===== config.mk =====
export PLATFORM = sky130hd
export DESIGN_NAME = int_ctrl
export DESIGN_NICKNAME = d
export VERILOG_FILES = /design/src/rtl/int_pkg.sv /design/src/rtl/prio_enc.sv /design/src/rtl/int_ctrl.sv
export SDC_FILE = /design/constraint.sdc
export NUM_CORES = 1
export LEC_CHECK = 0
export ABC_CLOCK_PERIOD_IN_PS = 3300
export CORE_MARGIN = 2
export CORE_UTILIZATION = 50
export CTS_CLUSTER_SIZE = 16
export DETAILED_ROUTE_END_ITERATION = 12
export DONT_BUFFER_PORTS = 1
export GPL_TIMING_DRIVEN = 1
export SYNTH_ARGS = -nofsm -noshare
export SYNTH_HDL_FRONTEND = slang
export SYNTH_SLANG_ARGS = --single-unit

===== constraint.sdc =====
create_clock -name clk -period 3.3 [get_ports clk]
set_clock_uncertainty 0.15 [all_clocks]
set_input_delay 0.66 -clock clk [delete_from_list [all_inputs] [get_ports clk]]
set_output_delay 0.66 -clock clk [all_outputs]
set_load 0.01 [all_outputs]

===== src/rtl/int_pkg.sv =====
// rtl/int_pkg.sv - shared constants for the interrupt controller
package int_pkg;

    localparam logic [1:0] REG_MASK = 2'd0;
    localparam logic [1:0] REG_EDGE = 2'd1;
    localparam logic [1:0] REG_PEND = 2'd2;
    localparam logic [1:0] REG_INSV = 2'd3;

    // Cause reserved for the CPU software trap; CAUSE_BASE must keep clear of it.
    localparam int CAUSE_SW = 8;

endpackage


===== src/rtl/prio_enc.sv =====
// rtl/prio_enc.sv - lowest-index-wins priority encoder
module prio_enc #(
    parameter int W  = 8,
    parameter int IW = (W > 1) ? $clog2(W) : 1
) (
    input  logic [W-1:0]  vec,
    output logic          valid,
    output logic [IW-1:0] idx
);

    always_comb begin
        valid = |vec;
        idx   = '0;
        for (int i = W - 1; i >= 0; i--) begin
            if (vec[i]) idx = IW'(i);
        end
    end

endmodule


===== src/rtl/int_ctrl.sv =====
// rtl/int_ctrl.sv - multi-source interrupt controller with mask, edge/level capture and nesting
module int_ctrl
    import int_pkg::*;
#(
    parameter int N_SRC      = 8,
    parameter int NUM_W      = 32,
    parameter int CAUSE_BASE = 16
) (
    input  logic             clk,
    input  logic             rst,
    input  logic [N_SRC-1:0] src,
    input  logic             cfg_we,
    input  logic [1:0]       cfg_addr,
    input  logic [31:0]      cfg_wdata,
    output logic [31:0]      cfg_rdata,
    output logic             int_req,
    output logic [NUM_W-1:0] int_num,
    input  logic             int_ack,
    input  logic             eoi
);

    localparam int IW = (N_SRC > 1) ? $clog2(N_SRC) : 1;

    logic [N_SRC-1:0] mask, edge_mode, pend, insv, src_q;
    logic [N_SRC-1:0] pend_n, insv_n, rise, w1c, ack_bit, eoi_bit, below, cand_vec;
    logic [IW-1:0]    cur_idx, cand_idx, insv_idx;
    logic             cand_vld, insv_vld, ack_take;
    logic             unused_wdata;

    assign unused_wdata = ^cfg_wdata;

    prio_enc #(.W(N_SRC), .IW(IW)) u_insv_enc (.vec(insv),     .valid(insv_vld), .idx(insv_idx));
    prio_enc #(.W(N_SRC), .IW(IW)) u_cand_enc (.vec(cand_vec), .valid(cand_vld), .idx(cand_idx));

    always_comb begin
        ack_take = int_ack & int_req;
        ack_bit  = ack_take ? (N_SRC'(1) << cur_idx) : '0;
        eoi_bit  = (eoi && insv_vld) ? (N_SRC'(1) << insv_idx) : '0;
        w1c      = (cfg_we && cfg_addr == REG_PEND) ? cfg_wdata[N_SRC-1:0] : '0;
        rise     = src & ~src_q;
        // A new edge wins over a same-cycle ack or W1C on that bit.
        pend_n   = (edge_mode & (rise | (pend & ~(ack_bit | w1c)))) | (~edge_mode & src);
        // EOI retires the old lowest in-service bit before the ack adds the new one.
        insv_n   = (insv & ~eoi_bit) | ack_bit;
        below    = insv_vld ? ((N_SRC'(1) << insv_idx) - N_SRC'(1)) : '1;
        cand_vec = pend & mask & below;
    end

    always_comb begin
        cfg_rdata = '0;
        case (cfg_addr)
            REG_MASK: cfg_rdata = 32'(mask);
            REG_EDGE: cfg_rdata = 32'(edge_mode);
            REG_PEND: cfg_rdata = 32'(pend);
            REG_INSV: cfg_rdata = 32'(insv);
            default:  cfg_rdata = '0;
        endcase
    end

    always_ff @(posedge clk or posedge rst) begin
        if (rst) begin
            mask      <= '0;
            edge_mode <= '0;
            pend      <= '0;
            insv      <= '0;
            src_q     <= '0;
            cur_idx   <= '0;
            int_req   <= 1'b0;
            int_num   <= '0;
        end else begin
            src_q <= src;
            pend  <= pend_n;
            insv  <= insv_n;
            if (cfg_we && cfg_addr == REG_MASK) mask      <= cfg_wdata[N_SRC-1:0];
            if (cfg_we && cfg_addr == REG_EDGE) edge_mode <= cfg_wdata[N_SRC-1:0];
            // The cycle after an ack the request is forced low so the CPU never sees a stale cause.
            if (ack_take) begin
                int_req <= 1'b0;
                int_num <= '0;
            end else begin
                int_req <= cand_vld;
                int_num <= cand_vld ? (NUM_W'(CAUSE_BASE) + NUM_W'(cand_idx)) : '0;
                cur_idx <= cand_idx;
            end
        end
    end

endmodule

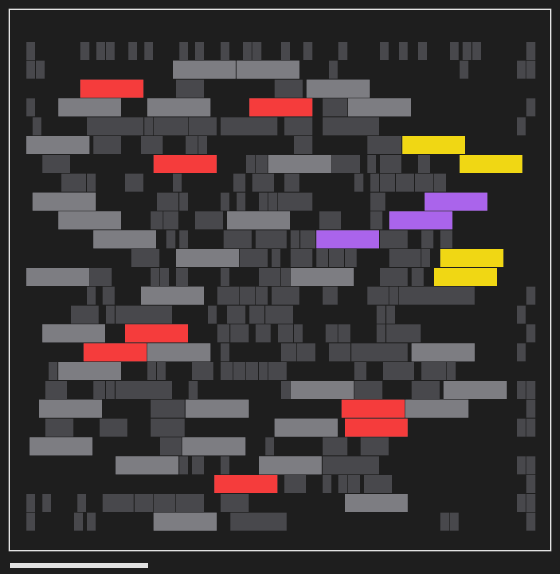
**Above:** sequential cells grouped by signal name.
Scale bar: 20 um. Other sequential cells in the stronger grey, the rest of the logic in the fainter grey.
- purple: `cur_idx` (sequential cells 3)
- red: `mask` (sequential cells 8)
- yellow: `int_num` (sequential cells 4)
Sequential Power: 892 uW
Seq/total area: 43.7%
register area: 1180 sq um
Core Util, Final: 51.7%

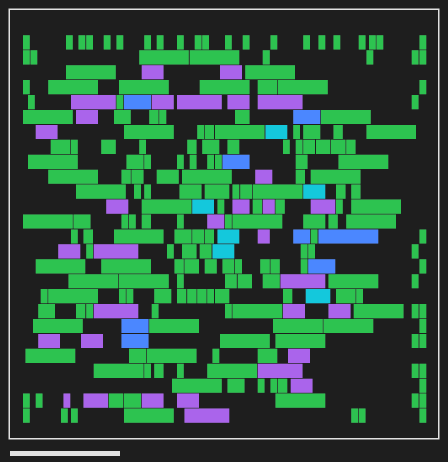
**Above:** cells by drive strength.
Scale bar: 20 um.
- blue: _6 and larger (cells 8)
- purple: _2 cells (cells 32)
- green: _0 and _1 cells (cells 208)
- cyan: _3 and _4 cells (cells 6)
final setup margin: 0.624 ns
Syn-to-layout area delta: -1.60%

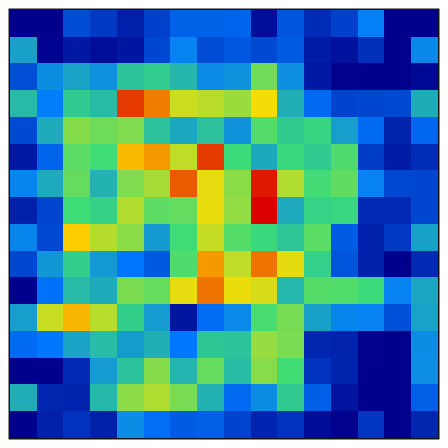
**Above:** wiring heat map.
16 x 16 tiles, from dark blue (low) to red (high), scaled to the fullest tile. Values are wire area over tile area, all layers added.
- densest ninth of the die: centre
- mean over tiles: 0.14
- nearly empty tiles: 9.0%
final WL: 5260 um
via count: 1713

==> notes.md <==
fresh numbers from the pnr run: P_int=1380 uW, CTS tree=yes, Least-Margin Pin Slew=0.980 ns, Rel. slew slack=34.6%, Post-synth ARST share=100%, Die Width=78.0 um, leakage power=0.00123 uW, PortBufs=0, syn avg cell area=10.8 sq um, Seq/Total Area, Yosys=43.0%, Switch Pwr=862 uW, Routed Antenna Nets=0, Tcrit/Tclk final=81.1%, Pre-Place Util=52.6%, Worst setup SP type=flip-flop, run status=complete, no violations, R2R depth=8, kind of critical path=reg2reg, clock slew at reported path FFs=0.09 ns, Post-Syn Area=2740 sq um, GP Congestion=0.784, Combinational Power Share=40.1%, peak supply drop=0.316 mV, hold-fix buffers at CTS=0, setup bufs post-CTS=0, Max Cap Violations=0, post-CTS sizing=0, post-place instance area=2570 sq um, WL/cell=16.2 um, fin area=2690 sq um, Crit Path Max Fanout=10, worst r2r dst=cur_idx[2]$_DFFE_PP0N_, Seq cells post-synth=47, Ys Warns=0, H-tree Lvls=2, Gate Count Post-Synth=254, Tool Warnings=51, share of power burned in the clock network=20.1%, # diodes=0, number of standard cells reported by yosys=254
[cell type report]
| class | instances | area share [%] |
|---|---|---|
| inverters | 3 | 0.418 |
| clock buffers | 6 | 3.07 |
| clock inverters | 2 | 1.44 |
| multi-input cells | 196 | 48.1 |
| well taps | 70 | 3.25 |
| flip-flops and latches | 47 | 43.7 |
[placed cells by master (no fill, tap or decap), drive strengths merged, types with 2 or more instances in the layout]
| cell | synthesis | final |
|---|---|---|
| nor4 | 3 | 3 |
| or3 | 2 | 2 |
| nor2b | 4 | 4 |
| a21oi | 11 | 11 |
| nand2 | 33 | 33 |
| a22o | 7 | 7 |
| and3 | 3 | 3 |
| nor2 | 12 | 12 |
| a22oi | 2 | 2 |
| or4 | 2 | 2 |
| mux2 | 16 | 16 |
| clkbuf | 2 | 6 |
| mux4 | 8 | 8 |
| o31ai | 2 | 2 |
| and3b | 2 | 2 |
| conb | 1 | 52 |
| inv | 3 | 4 |
| dfrtp | 47 | 47 |
| nand3b | 2 | 2 |
| nand3 | 5 | 5 |
| nand4bb | 2 | 2 |
| nor3 | 2 | 2 |
| a32o | 3 | 3 |
| o21ai | 10 | 10 |
[layer usage]
layer	track usage, %	up-vias	wire, um
met3	6.74	5	396
met2	28.4	66	2500
li1	-	800	-
met4	4.21	0	46
met5	0	-	0
met1	25.9	842	2320
[worst max-delay path, cell delays in order (launching register included)]
cell	delay (ns)
dfrtp_1	0.49
or4_4	0.59
nor2_1	0.12
nor2_1	0.05
ha_1	0.25
o2111a_1	0.30
a21oi_2	0.17
or2b_1	0.25
o31ai_1	0.21
[power by group through the flow]
stage                     logic, uW  registers, uW  clock network, uW
final                           899            892                452
after global routing           1000            923                492
after CTS                       901            891                467
after detailed placement        894            902                  0
after global placement          883            900                  0
after floorplan                 891            831                  0
[kinds of logic after synthesis]
kind of cell | after synthesis | synth area share, %
other cells | 1 | 0.137
buf+inv | 62 | 16.6
flops | 47 | 43.0
compound gates | 43 | 11.3
mux | 24 | 13.2
fa+ha+maj | 1 | 0.457
simple gates | 76 | 15.3
[how the worst max path moves through the flow]
stage / from / end / cells after the start
floorplan: insv[4]$_DFF_PP0_ / cur_idx[2]$_DFFE_PP0N_ / 9
global placement: insv[4]$_DFF_PP0_ / cur_idx[2]$_DFFE_PP0N_ / 8
detailed placement: insv[4]$_DFF_PP0_ / cur_idx[2]$_DFFE_PP0N_ / 8
CTS: insv[4]$_DFF_PP0_ / cur_idx[2]$_DFFE_PP0N_ / 8
global route: insv[4]$_DFF_PP0_ / cur_idx[2]$_DFFE_PP0N_ / 8
finish: insv[4]$_DFF_PP0_ / cur_idx[2]$_DFFE_PP0N_ / 8
[per-stage QoR]
step,std cells,setup slack [ns],util [%]
2_1_floorplan,305,0.823,-
3_3_place_gp,316,0.657,49.4
3_5_place_dp,316,0.605,49.4
4_1_cts,324,0.610,51.7
5_1_grt,324,0.474,51.7
6_report,324,0.624,51.7
[state kept, by name, summed over array words and instances (netlist names)]
name       cells
int_num        4
mask           8
edge_mode      8
src_q          8
pend           8
cur_idx        3
insv           8
Power and IR drop assume default switching activity.
